<file path="src/rtl/sync_bcd_counter_pkg.sv">
`default_nettype none
// ============================================================================
// Module      : sync_bcd_counter_pkg
// Description : Shared constants for the synchronous BCD counter slice:
//               digit width and up/down mode encoding.
// Revision    : 1.0 - initial release
// ============================================================================
package sync_bcd_counter_pkg;

    // Every digit is carried in a nibble, whatever the radix
    localparam int   c_DIGIT_W   = 4;

    // up_down encoding
    localparam logic c_MODE_UP   = 1'b1;
    localparam logic c_MODE_DOWN = 1'b0;

endpackage : sync_bcd_counter_pkg
`default_nettype wire

</file>
<file path="src/rtl/bcd_digit.sv">
`default_nettype none
// ============================================================================
// Module      : bcd_digit
// Description : One modulo-RADIX counter digit with synchronous clear and
//               parallel load. Priority: clear > load > step.
// Ports       : clock       - rising-edge clock
//               clear       - synchronous active-high reset
//               step        - advance one position this edge
//               up_down     - 1 = increment, 0 = decrement
//               load        - parallel-load strobe
//               load_nibble - load data (out-of-range values load as 0)
//               digit       - registered digit value
//               at_max      - digit == RADIX-1
//               at_min      - digit == 0
// Revision    : 1.0 - initial release
// ============================================================================
module bcd_digit
    import sync_bcd_counter_pkg::*;
#(
    parameter int RADIX = 10
) (
    input  logic                 clock,
    input  logic                 clear,
    input  logic                 step,
    input  logic                 up_down,
    input  logic                 load,
    input  logic [c_DIGIT_W-1:0] load_nibble,
    output logic [c_DIGIT_W-1:0] digit,
    output logic                 at_max,
    output logic                 at_min
);

    // One extra bit so RADIX=16 is representable in the range compare
    localparam logic [c_DIGIT_W:0]   c_RADIX = (c_DIGIT_W + 1)'(RADIX);
    localparam logic [c_DIGIT_W-1:0] c_MAX   = c_DIGIT_W'(RADIX - 1);

    logic [c_DIGIT_W-1:0] r_digit;
    logic                 w_load_ok;

    assign w_load_ok = ({1'b0, load_nibble} < c_RADIX);
    assign at_max    = (r_digit == c_MAX);
    assign at_min    = (r_digit == '0);
    assign digit     = r_digit;

    always_ff @(posedge clock) begin
        if (clear) begin
            r_digit <= '0;
        end else if (load) begin
            r_digit <= w_load_ok ? load_nibble : '0;
        end else if (step) begin
            if (up_down == c_MODE_UP) begin
                r_digit <= at_max ? '0 : r_digit + c_DIGIT_W'(1);
            end else begin
                r_digit <= at_min ? c_MAX : r_digit - c_DIGIT_W'(1);
            end
        end
    end

endmodule : bcd_digit
`default_nettype wire

</file>
<file path="src/rtl/sync_bcd_counter.sv">
`default_nettype none
// ============================================================================
// Module      : sync_bcd_counter
// Description : Fully synchronous cascaded up/down counter of DIGITS digits,
//               each modulo RADIX, with parallel load and range checking.
// Ports       : clock      - rising-edge clock
//               clear      - synchronous active-high reset
//               enable     - count-enable qualifier
//               up_down    - 1 = count up, 0 = count down
//               load       - parallel-load strobe (overrides enable)
//               load_value - load data, digit 0 in [3:0]
//               count      - registered counter value, digit 0 in [3:0]
//               tc         - combinational terminal count
//               wrap       - one-cycle pulse after a wrapping count step
//               load_err   - one-cycle pulse after a load with a bad nibble
// Revision    : 1.0 - initial release
// ============================================================================
module sync_bcd_counter
    import sync_bcd_counter_pkg::*;
#(
    parameter int DIGITS = 4,
    parameter int RADIX  = 10
) (
    input  logic                          clock,
    input  logic                          clear,
    input  logic                          enable,
    input  logic                          up_down,
    input  logic                          load,
    input  logic [c_DIGIT_W*DIGITS-1:0]   load_value,
    output logic [c_DIGIT_W*DIGITS-1:0]   count,
    output logic                          tc,
    output logic                          wrap,
    output logic                          load_err
);

    localparam logic [c_DIGIT_W:0] c_RADIX = (c_DIGIT_W + 1)'(RADIX);

    logic [DIGITS-1:0] w_at_max;
    logic [DIGITS-1:0] w_at_min;
    logic [DIGITS-1:0] w_step;
    logic [DIGITS-1:0] w_nib_bad;
    // Entry k is high when every digit below k sits at its limit
    logic [DIGITS:0]   w_max_chain;
    logic [DIGITS:0]   w_min_chain;
    logic              r_wrap;
    logic              r_load_err;

    assign w_max_chain[0] = 1'b1;
    assign w_min_chain[0] = 1'b1;

    generate
        for (genvar k = 0; k < DIGITS; k++) begin : g_digit
            assign w_max_chain[k+1] = w_max_chain[k] & w_at_max[k];
            assign w_min_chain[k+1] = w_min_chain[k] & w_at_min[k];
            assign w_step[k]        = enable &
                ((up_down == c_MODE_UP) ? w_max_chain[k] : w_min_chain[k]);
            assign w_nib_bad[k]     =
                ({1'b0, load_value[k*c_DIGIT_W +: c_DIGIT_W]} >= c_RADIX);

            bcd_digit #(
                .RADIX       (RADIX)
            ) u_digit (
                .clock       (clock),
                .clear       (clear),
                .step        (w_step[k]),
                .up_down     (up_down),
                .load        (load),
                .load_nibble (load_value[k*c_DIGIT_W +: c_DIGIT_W]),
                .digit       (count[k*c_DIGIT_W +: c_DIGIT_W]),
                .at_max      (w_at_max[k]),
                .at_min      (w_at_min[k])
            );
        end
    endgenerate

    // Full chain high means the next enabled step rolls every digit over
    assign tc = enable &
        ((up_down == c_MODE_UP) ? w_max_chain[DIGITS] : w_min_chain[DIGITS]);

    always_ff @(posedge clock) begin
        if (clear) begin
            r_wrap     <= 1'b0;
            r_load_err <= 1'b0;
        end else begin
            // A load in the same cycle suppresses the count step and its wrap
            r_wrap     <= tc & ~load;
            r_load_err <= load & (|w_nib_bad);
        end
    end

    assign wrap     = r_wrap;
    assign load_err = r_load_err;

endmodule : sync_bcd_counter
`default_nettype wire

</file>
<file path="config.mk">
export PLATFORM = sky130hd
export DESIGN_NAME = sync_bcd_counter
export DESIGN_NICKNAME = d
export VERILOG_FILES = /design/src/rtl/sync_bcd_counter_pkg.sv /design/src/rtl/bcd_digit.sv /design/src/rtl/sync_bcd_counter.sv
export SDC_FILE = /design/constraint.sdc
export NUM_CORES = 1
export LEC_CHECK = 0
export CAP_MARGIN = 25
export CORE_AREA = 2 2 41 81
export CTS_CLUSTER_DIAMETER = 150
export DETAILED_ROUTE_END_ITERATION = 8
export DIE_AREA = 0 0 43 83
export GPL_ROUTABILITY_DRIVEN = 1
export GPL_TIMING_DRIVEN = 0
export HOLD_SLACK_MARGIN = 0.05
export PLACE_DENSITY = 0.9
export SLEW_MARGIN = 30
export SYNTH_ARGS = -nofsm -noshare
export SYNTH_HDL_FRONTEND = slang
export SYNTH_SLANG_ARGS = --single-unit
</file>
<file path="constraint.sdc">
create_clock -name clock -period 5.65 [get_ports clock]
set_input_delay 1.13 -clock clock [delete_from_list [all_inputs] [get_ports clock]]
set_output_delay 1.13 -clock clock [all_outputs]
set_load 0.01 [all_outputs]
</file>
==> flow_summary_export.csv <==
group,metric,value,unit
placed_design,port_buffers,38,
setup_path,worstPathMaxFanout,8,
cells_and_area,fin_nets,266,
clock_tree,cts-root-buf,"clkbuf_8",
power,powerSeq,141,uW
clock_tree,cts.sinks,18,
sta,hold_viol_final,0,
sta,grt_setup_unrepaired,"no",
logic_synthesis,ys_seq_frac,0.242,
route,drt_first_pass_iters,4,
power,p_leak,0.000710,uW
setup_path,r2r_start,"g_digit[0].u_digit.digit[0]",
route,drc_errors,0,
die,die_h,83,um
flow_run,warnings,26,
power,p_comb,121,uW
cells_and_area,drive_above_1_share,0.0820,
power,p_clk_frac,0.300,
die,dieArea,3570,um2
sta,clock.fmax,0.217,GHz
setup_path,r2r_cells,7,
setup_path,critPathLaunch,"enable",
setup_path,rr_endpoint,"g_digit[2].u_digit.digit[1]",
run_status,outcome,"finished, final reports clean",
setup_path,path_cells,"clkdlybuf4s50_1, or3b_1, nor3_1, o2111ai_1, nor4_1, clkdlybuf4s50_1",
placed_design,gp_congestion,0.916,
logic_synthesis,topCellsByArea,"dfxtp_1 (24%), a21oi_1 (6.4%), o21ai_0 (5.4%), nor2_1 (4.5%), nand2_1 (3.5%)",
route,viasPerCell,6.42,
cells_and_area,final_cell_mix,"clkdlybuf4s50_1 (38), a21oi_1 (19), nor2_1 (18), dfxtp_1 (18), o21ai_0 (16)",
setup_path,startpoint_type,"input port",
clock_tree,clk_pin_slew,0.08,ns
worst_hold_path,hold_path_depth,2,
worst_hold_path,hold_path_class,"reg2reg",
clock_tree,holdBufCountCts,0,
logic_synthesis,ys_types,57,
logic_synthesis,top_area_frac,0.242,
## layer usage
layer,track usage,vias up,part of all wire
li1,-,832,-
met1,0.265,829,0.35
met2,0.439,82,0.54
met3,0.0326,16,0.066
met4,0.129,0,0.038
met5,0,-,0
## per-stage QoR
step | instance area (um2) | worst slack (ns)
after floorplan | 1490 | 2.12
after global placement | 1910 | 1.10
after detailed placement | 1910 | 1.08
after CTS | 1960 | 1.06
after global routing | 1960 | 0.877
final | 1960 | 1.04
## cell usage after synthesis (2+ instances only)
cell type / count
clkbuf_1: 12
a31oi_1: 5
o31a_1: 2
o21bai_1: 2
a211oi_1: 6
o21a_1: 2
a21boi_0: 2
o21ai_0: 16
dfxtp_1: 18
and2_1: 4
nor3_1: 6
nand3b_1: 3
xor2_1: 3
inv_1: 5
nand3_1: 6
nor2_1: 18
nor4_1: 6
or2_2: 6
a21oi_1: 19
mux2i_1: 4
xnor2_1: 3
o21ai_1: 2
a32oi_1: 3
nand2_1: 14
and3_1: 3
## cells by family (layout without fill, tap and decap cells)
| group | after synthesis | count (layout) | synth area share |
|---|---|---|---|
| flip-flops | 18 | 18 | 0.242 |
| multiplexers | 4 | 4 | 0.0268 |
| AND/OR/NAND/NOR | 76 | 76 | 0.291 |
| buffers and inverters | 23 | 65 | 0.0688 |
| AND-OR/OR-AND | 75 | 75 | 0.336 |
| XOR/XNOR | 6 | 6 | 0.0352 |
## sequential cells by signal, indices dropped and copies added, names as in the netlist
name                   flops
g_digit.u_digit.digit     16
load_err                   1
wrap                       1
## cell type report
cell class              instances  area (um2)
inverters                       6        22.5
repair buffers                 38         380
multi-input cells             161        1030
well taps                      30        37.5
flip-flops and latches         18         360
fillers                       261         978
plain buffers                  17        80.1
clock buffers                   4        55.1
**Wiring by layer**

Two of the layers only.
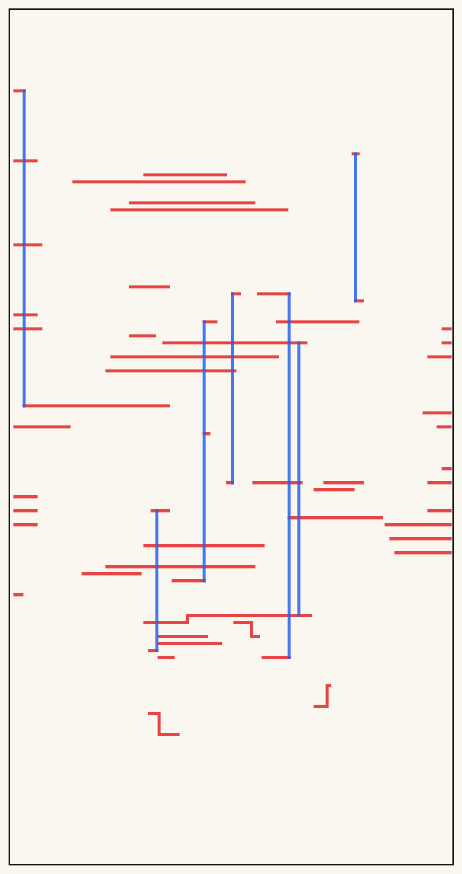
Key: red = metal 3 [wire length 282 um]; blue = metal 4 [wire length 164 um]

**Routing congestion**

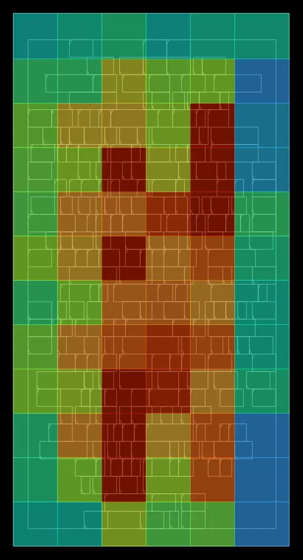
GRT Total Usage: 0.246
met3 usage: 0.0326
routing usage on met2: 0.439

Power and IR drop assume default switching activity.
